$ cat src/rtl/decode_queue_pkg.sv
// rtl/decode_queue_pkg.sv - lib_cpu package: OPECODE enum and opcode decoder
package lib_cpu;

  typedef enum logic [3:0] {
    MOV_A_B,
    MOV_B_A,
    MOV_A_IMM,
    MOV_B_IMM,
    IN_A,
    IN_B,
    OUT_B,
    OUT_IMM,
    ADD_A_IMM,
    ADD_B_IMM,
    JMP_IMM,
    JNC_IMM,
    INVALID = 4'hF
  } opecode_e;

  function automatic opecode_e decode_op(input logic [3:0] opcode);
    opecode_e op;
    case (opcode)
      4'b0001: op = MOV_A_B;
      4'b0100: op = MOV_B_A;
      4'b0011: op = MOV_A_IMM;
      4'b0111: op = MOV_B_IMM;
      4'b0010: op = IN_A;
      4'b0110: op = IN_B;
      4'b1001: op = OUT_B;
      4'b1011: op = OUT_IMM;
      4'b0000: op = ADD_A_IMM;
      4'b0101: op = ADD_B_IMM;
      4'b1111: op = JMP_IMM;
      4'b1110: op = JNC_IMM;
      default: op = INVALID;
    endcase
    return op;
  endfunction

endpackage

$ cat src/rtl/decode_queue_fifo.sv
// rtl/decode_queue_fifo.sv - decode_fifo: DEPTH-entry storage with pointers, level and flush
module decode_fifo #(
  parameter int WIDTH = 8,
  parameter int DEPTH = 2
) (
  input  logic                       clk_i,
  input  logic                       rst_ni,
  input  logic                       flush_i,
  input  logic                       push_i,
  input  logic                       pop_i,
  input  logic [WIDTH-1:0]           wdata_i,
  output logic [WIDTH-1:0]           rdata_o,
  output logic                       full_o,
  output logic                       empty_o,
  output logic [$clog2(DEPTH+1)-1:0] level_o
);

  localparam int PTR_W = $clog2(DEPTH);
  localparam int LVL_W = $clog2(DEPTH + 1);

  logic [WIDTH-1:0] mem_q [DEPTH];
  logic [PTR_W-1:0] wr_ptr_q, wr_ptr_d;
  logic [PTR_W-1:0] rd_ptr_q, rd_ptr_d;
  logic [LVL_W-1:0] level_q, level_d;
  logic             do_push, do_pop;

  assign full_o  = (level_q == LVL_W'(DEPTH));
  assign empty_o = (level_q == '0);
  assign level_o = level_q;
  assign rdata_o = mem_q[rd_ptr_q];

  // Full blocks a push even when the head is leaving in the same cycle.
  assign do_push = push_i && !full_o && !flush_i;
  assign do_pop  = pop_i && !empty_o && !flush_i;

  always_comb begin
    wr_ptr_d = wr_ptr_q;
    rd_ptr_d = rd_ptr_q;
    level_d  = level_q;
    if (flush_i) begin
      wr_ptr_d = '0;
      rd_ptr_d = '0;
      level_d  = '0;
    end else begin
      if (do_push) wr_ptr_d = wr_ptr_q + 1'b1;
      if (do_pop)  rd_ptr_d = rd_ptr_q + 1'b1;
      case ({do_push, do_pop})
        2'b10:   level_d = level_q + 1'b1;
        2'b01:   level_d = level_q - 1'b1;
        default: level_d = level_q;
      endcase
    end
  end

  always_ff @(posedge clk_i or negedge rst_ni) begin
    if (!rst_ni) begin
      wr_ptr_q <= '0;
      rd_ptr_q <= '0;
      level_q  <= '0;
    end else begin
      wr_ptr_q <= wr_ptr_d;
      rd_ptr_q <= rd_ptr_d;
      level_q  <= level_d;
    end
  end

  // Payload is never observed while empty, so it needs no reset.
  always_ff @(posedge clk_i) begin
    if (do_push) mem_q[wr_ptr_q] <= wdata_i;
  end

endmodule

$ cat src/rtl/decode_queue.sv
// rtl/decode_queue.sv - decode stage queue; DECODE_QUEUE_TRAP_EN adds the illegal-opcode trap
module decode_queue
  import lib_cpu::*;
#(
  parameter int IMM_W = 4,
  parameter int PC_W  = 32,
  parameter int DEPTH = 2,
  localparam int INSTR_W = 4 + IMM_W
) (
  input  logic                       clk_i,
  input  logic                       rst_ni,
  input  logic                       in_valid_i,
  output logic                       in_ready_o,
  input  logic [INSTR_W-1:0]         in_instr_i,
  input  logic [PC_W-1:0]            in_pc_i,
  output logic                       out_valid_o,
  input  logic                       out_ready_i,
  output opecode_e                   out_opecode_o,
  output logic [IMM_W-1:0]           out_imm_o,
  output logic [PC_W-1:0]            out_pc_o,
  input  logic                       flush_i,
`ifdef DECODE_QUEUE_TRAP_EN
  output logic                       trap_o,
  input  logic                       trap_clr_i,
  output logic [PC_W-1:0]            trap_pc_o,
`endif
  output logic [$clog2(DEPTH+1)-1:0] level_o
);

  typedef struct packed {
    opecode_e               op;
    logic [IMM_W-1:0]       imm;
    logic [PC_W-1:0]        pc;
  } dec_entry_t;

  dec_entry_t wr_entry, head;
  logic       fifo_full, fifo_empty;
  logic       accept, push;

  assign wr_entry.op  = decode_op(in_instr_i[INSTR_W-1 -: 4]);
  assign wr_entry.imm = in_instr_i[IMM_W-1:0];
  assign wr_entry.pc  = in_pc_i;

  assign accept = in_valid_i && in_ready_o;

`ifdef DECODE_QUEUE_TRAP_EN
  typedef enum logic {RUN, TRAP} trap_state_e;

  trap_state_e      state_q, state_d;
  logic [PC_W-1:0]  trap_pc_q, trap_pc_d;

  // A faulting word is swallowed here rather than queued; a flush cancels the push.
  always_comb begin
    state_d   = state_q;
    trap_pc_d = trap_pc_q;
    push      = accept;
    case (state_q)
      RUN: begin
        if (accept && !flush_i && wr_entry.op == INVALID) begin
          state_d   = TRAP;
          trap_pc_d = in_pc_i;
          push      = 1'b0;
        end
      end
      TRAP: begin
        if (trap_clr_i || flush_i) state_d = RUN;
      end
    endcase
  end

  always_ff @(posedge clk_i or negedge rst_ni) begin
    if (!rst_ni) begin
      state_q   <= RUN;
      trap_pc_q <= '0;
    end else begin
      state_q   <= state_d;
      trap_pc_q <= trap_pc_d;
    end
  end

  assign in_ready_o = !fifo_full && (state_q == RUN);
  assign trap_o     = (state_q == TRAP);
  assign trap_pc_o  = trap_pc_q;
`else
  assign in_ready_o = !fifo_full;
  assign push       = accept;
`endif

  decode_fifo #(
    .WIDTH ($bits(dec_entry_t)),
    .DEPTH (DEPTH)
  ) u_fifo (
    .clk_i   (clk_i),
    .rst_ni  (rst_ni),
    .flush_i (flush_i),
    .push_i  (push),
    .pop_i   (out_ready_i),
    .wdata_i (wr_entry),
    .rdata_o (head),
    .full_o  (fifo_full),
    .empty_o (fifo_empty),
    .level_o (level_o)
  );

  assign out_valid_o   = !fifo_empty;
  assign out_opecode_o = fifo_empty ? INVALID : head.op;
  assign out_imm_o     = fifo_empty ? '0 : head.imm;
  assign out_pc_o      = fifo_empty ? '0 : head.pc;

endmodule

$ cat config.mk
export PLATFORM = sky130hd
export DESIGN_NAME = decode_queue
export DESIGN_NICKNAME = d
export VERILOG_FILES = /design/src/rtl/decode_queue_pkg.sv /design/src/rtl/decode_queue_fifo.sv /design/src/rtl/decode_queue.sv
export SDC_FILE = /design/constraint.sdc
export NUM_CORES = 1
export LEC_CHECK = 0
export CAP_MARGIN = 30
export CORE_MARGIN = 2
export CORE_UTILIZATION = 35
export CTS_BUF_LIST = sky130_fd_sc_hd__clkbuf_4
export CTS_CLUSTER_DIAMETER = 50
export DETAILED_ROUTE_END_ITERATION = 12
export GPL_ROUTABILITY_DRIVEN = 0
export PLACE_DENSITY = 0.67
export SLEW_MARGIN = 0
export SYNTH_ARGS = -nofsm -noshare
export SYNTH_HDL_FRONTEND = slang
export SYNTH_SLANG_ARGS = --single-unit
$ cat constraint.sdc
create_clock -name clk_i -period 4.8 [get_ports clk_i]
set_clock_uncertainty 0.15 [all_clocks]
set_input_delay 0.72 -clock clk_i [delete_from_list [all_inputs] [get_ports clk_i]]
set_output_delay 0.72 -clock clk_i [all_outputs]
set_load 0.05 [all_outputs]
Cell sizes after repair:
Scale: 4 px per um.
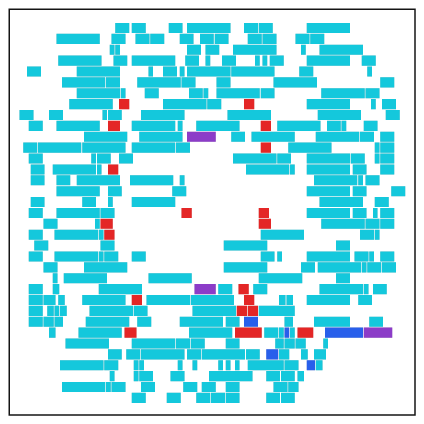
- purple: x6 and larger (cells 3; share 0.98%)
- blue: x2 (cells 5; share 1.6%)
- cyan: x1 and smaller (cells 279; share 91%)
- red: x3 and x4 (cells 19; share 6.2%)

Cell outlines without signal wires:
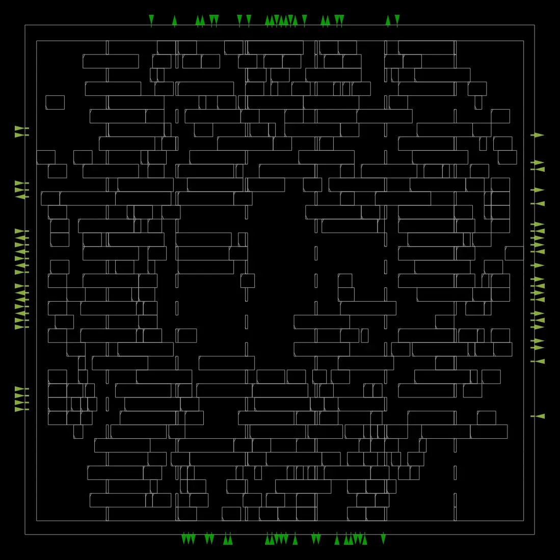
share of cell area taken by flip-flops and latches: 55.9%
number of well-tap cells placed: 111
floorplan core area: 0.00920 mm2
flop count: 84
fillcell total: 840

Placement density heat map:
Scale: 4 px per um. 10 x 10 tiles, from dark blue (low) to red (high), 0 to 100% covered.
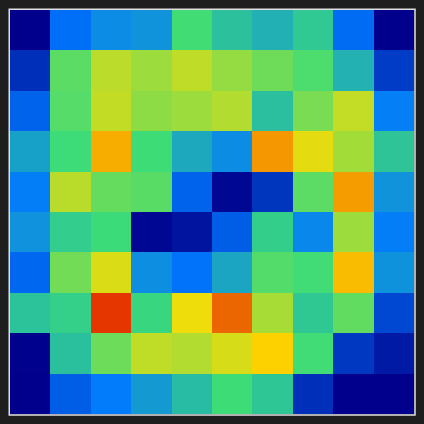
- nearly empty tiles: 8.0%
- densest ninth of the die: bottom middle
- tiles over 75% full: 7.0%
- mean over tiles: 43%
- fullest tile: 94%
initial standard-cell utilization of the core: 35.9%
final core utilization: 48.7%

Metal 1:
Scale: 6 px per um. Supply wires on this layer in grey. Cells faint in the background.
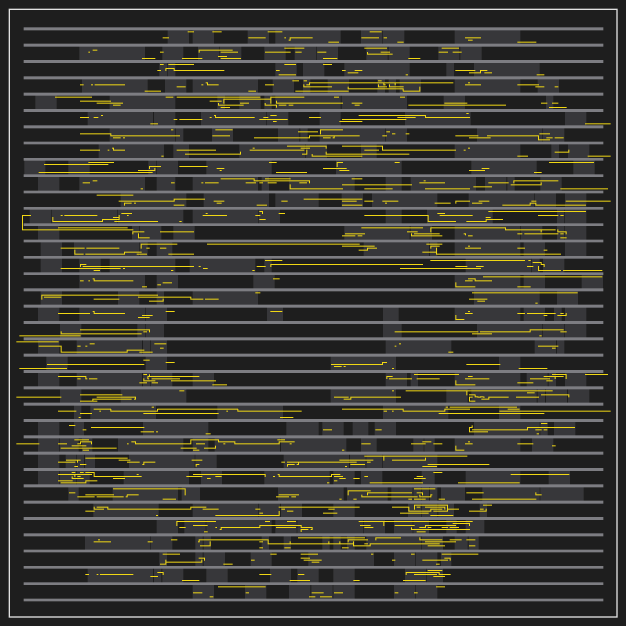
- longest straight run: 25.3 um
- wire length on this layer: 2470 um
- nets with wire on the layer: 305
- main direction: horizontal
- share of all routed wire: 41%
DR vias: 1930
Detailed Route WL: 5990 um
met1 Use GR: 14.4%

Port wiring:
Scale: 4 px per um.
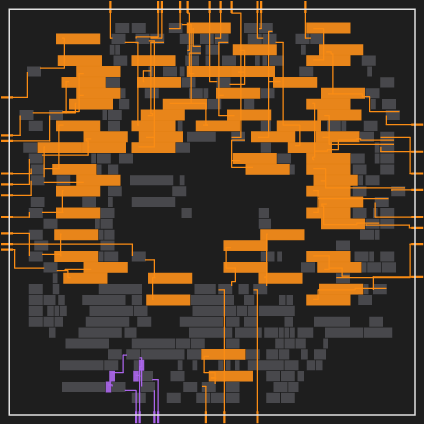
- orange: in_pc_i (bits 32; direction input; end cells 64; buffers 32; wire 1110 um)
- purple: out_opecode_o (bits 4; direction output; end cells 4; buffers 4; wire 53.4 um)
top-level port count: 89
# port buffers: 88

==> impl_summary.log <==
[flow] final metrics
INFO  metric status = finished, final reports clean
INFO  metric setup_viol = 0
INFO  metric switching_share = 29.1%
INFO  metric cts_tree = built
INFO  metric power.combinational.total = 303 uW
INFO  metric slew_headroom = 42.0%
INFO  metric seq_power = 848 uW
INFO  metric grt_use_total = 12.5%
INFO  metric dieWidth = 101 um
INFO  metric nClkBuffers = 9
INFO  metric highest_layer = met4
INFO  metric logic_gate_count = 109
INFO  metric dpl_cell_area = 0.00436 mm2
INFO  metric worst-endpoint-required = 3930 ps
INFO  metric critical_path.startpoint = u_fifo.level_o[1]
INFO  metric cp.arrival = 2770 ps
INFO  metric timing.reg2reg.worst_path_depth = 5
INFO  metric vias_in_the_first_global_route = 1951
INFO  metric grtUsageMet3 = 4.65%
INFO  metric route.detailed.drc = 0
INFO  metric p_sw = 436 uW
INFO  metric post-dp-hpwl = 4170 um
INFO  metric synth-async-reset-ratio = 4.76%
INFO  metric yosys.area_share.aoi = 2.77%
INFO  metric top_usage_layer = met2
INFO  metric regMostFlops = u_fifo.mem_q
INFO  metric power.group.top = sequential cells
INFO  metric yosys.cell_count.top_type = sky130_fd_sc_hd__edfxtp_1
INFO  metric cts_root_buf = sky130_fd_sc_hd__clkbuf_4
INFO  metric synth_warnings = 0
INFO  metric cts_hold_buffers = 0
INFO  metric inv_count = 4
INFO  metric synth-edff-count = 80
INFO  metric tightest_slew = 868 ps
INFO  metric floorplan.die_area = 0.0102 mm2
INFO  metric drt-met1-wl = 2470 um
INFO  metric final_layout_size_suffix_gt1_share = 8.82%
INFO  metric clk_path_buf_depth = 2
INFO  metric netlist.top_cell.by_area = sky130_fd_sc_hd__edfxtp_1
INFO  metric max_cap_violations = 0
INFO  metric syn_area = 0.00330 mm2
INFO  metric critical_path.reg2reg.startpoint = u_fifo.level_o[1]
INFO  metric timing.final.crit_period = 3640 ps
INFO  metric fin_total_pwr = 1.50 mW
INFO  metric layoutNonFillerInstCount = 417
INFO  metric cp_slowest_cell = sky130_fd_sc_hd__clkdlybuf4s50_1
INFO  metric overflow_left_after_global_routing = 0
INFO  metric muxShareOfSynthArea = 12.4%
INFO  metric setup_slack_on_the_worst_flop_to_flop_path = 2870 ps
INFO  metric clock_network_fraction_of_total_power = 23.1%
INFO  metric worst_setup_path_end_kind = output pin
INFO  metric powerClk = 345 uW
INFO  metric critPathBufInv = 2
INFO  metric layout.cells.most_common_list = 88 x sky130_fd_sc_hd__clkdlybuf4s50_1, 80 x sky130_fd_sc_hd__edfxtp_1, 41 x sky130_fd_sc_hd__mux2i_1
INFO  metric critical-path-top-delay-family = buffers and inverters
INFO  metric log.warning_count = 26
INFO  metric final-comb-area = 751 um2
INFO  metric netlist_instances = 205
INFO  metric layout_setup_ws = 1160 ps
Power and IR drop assume default switching activity.
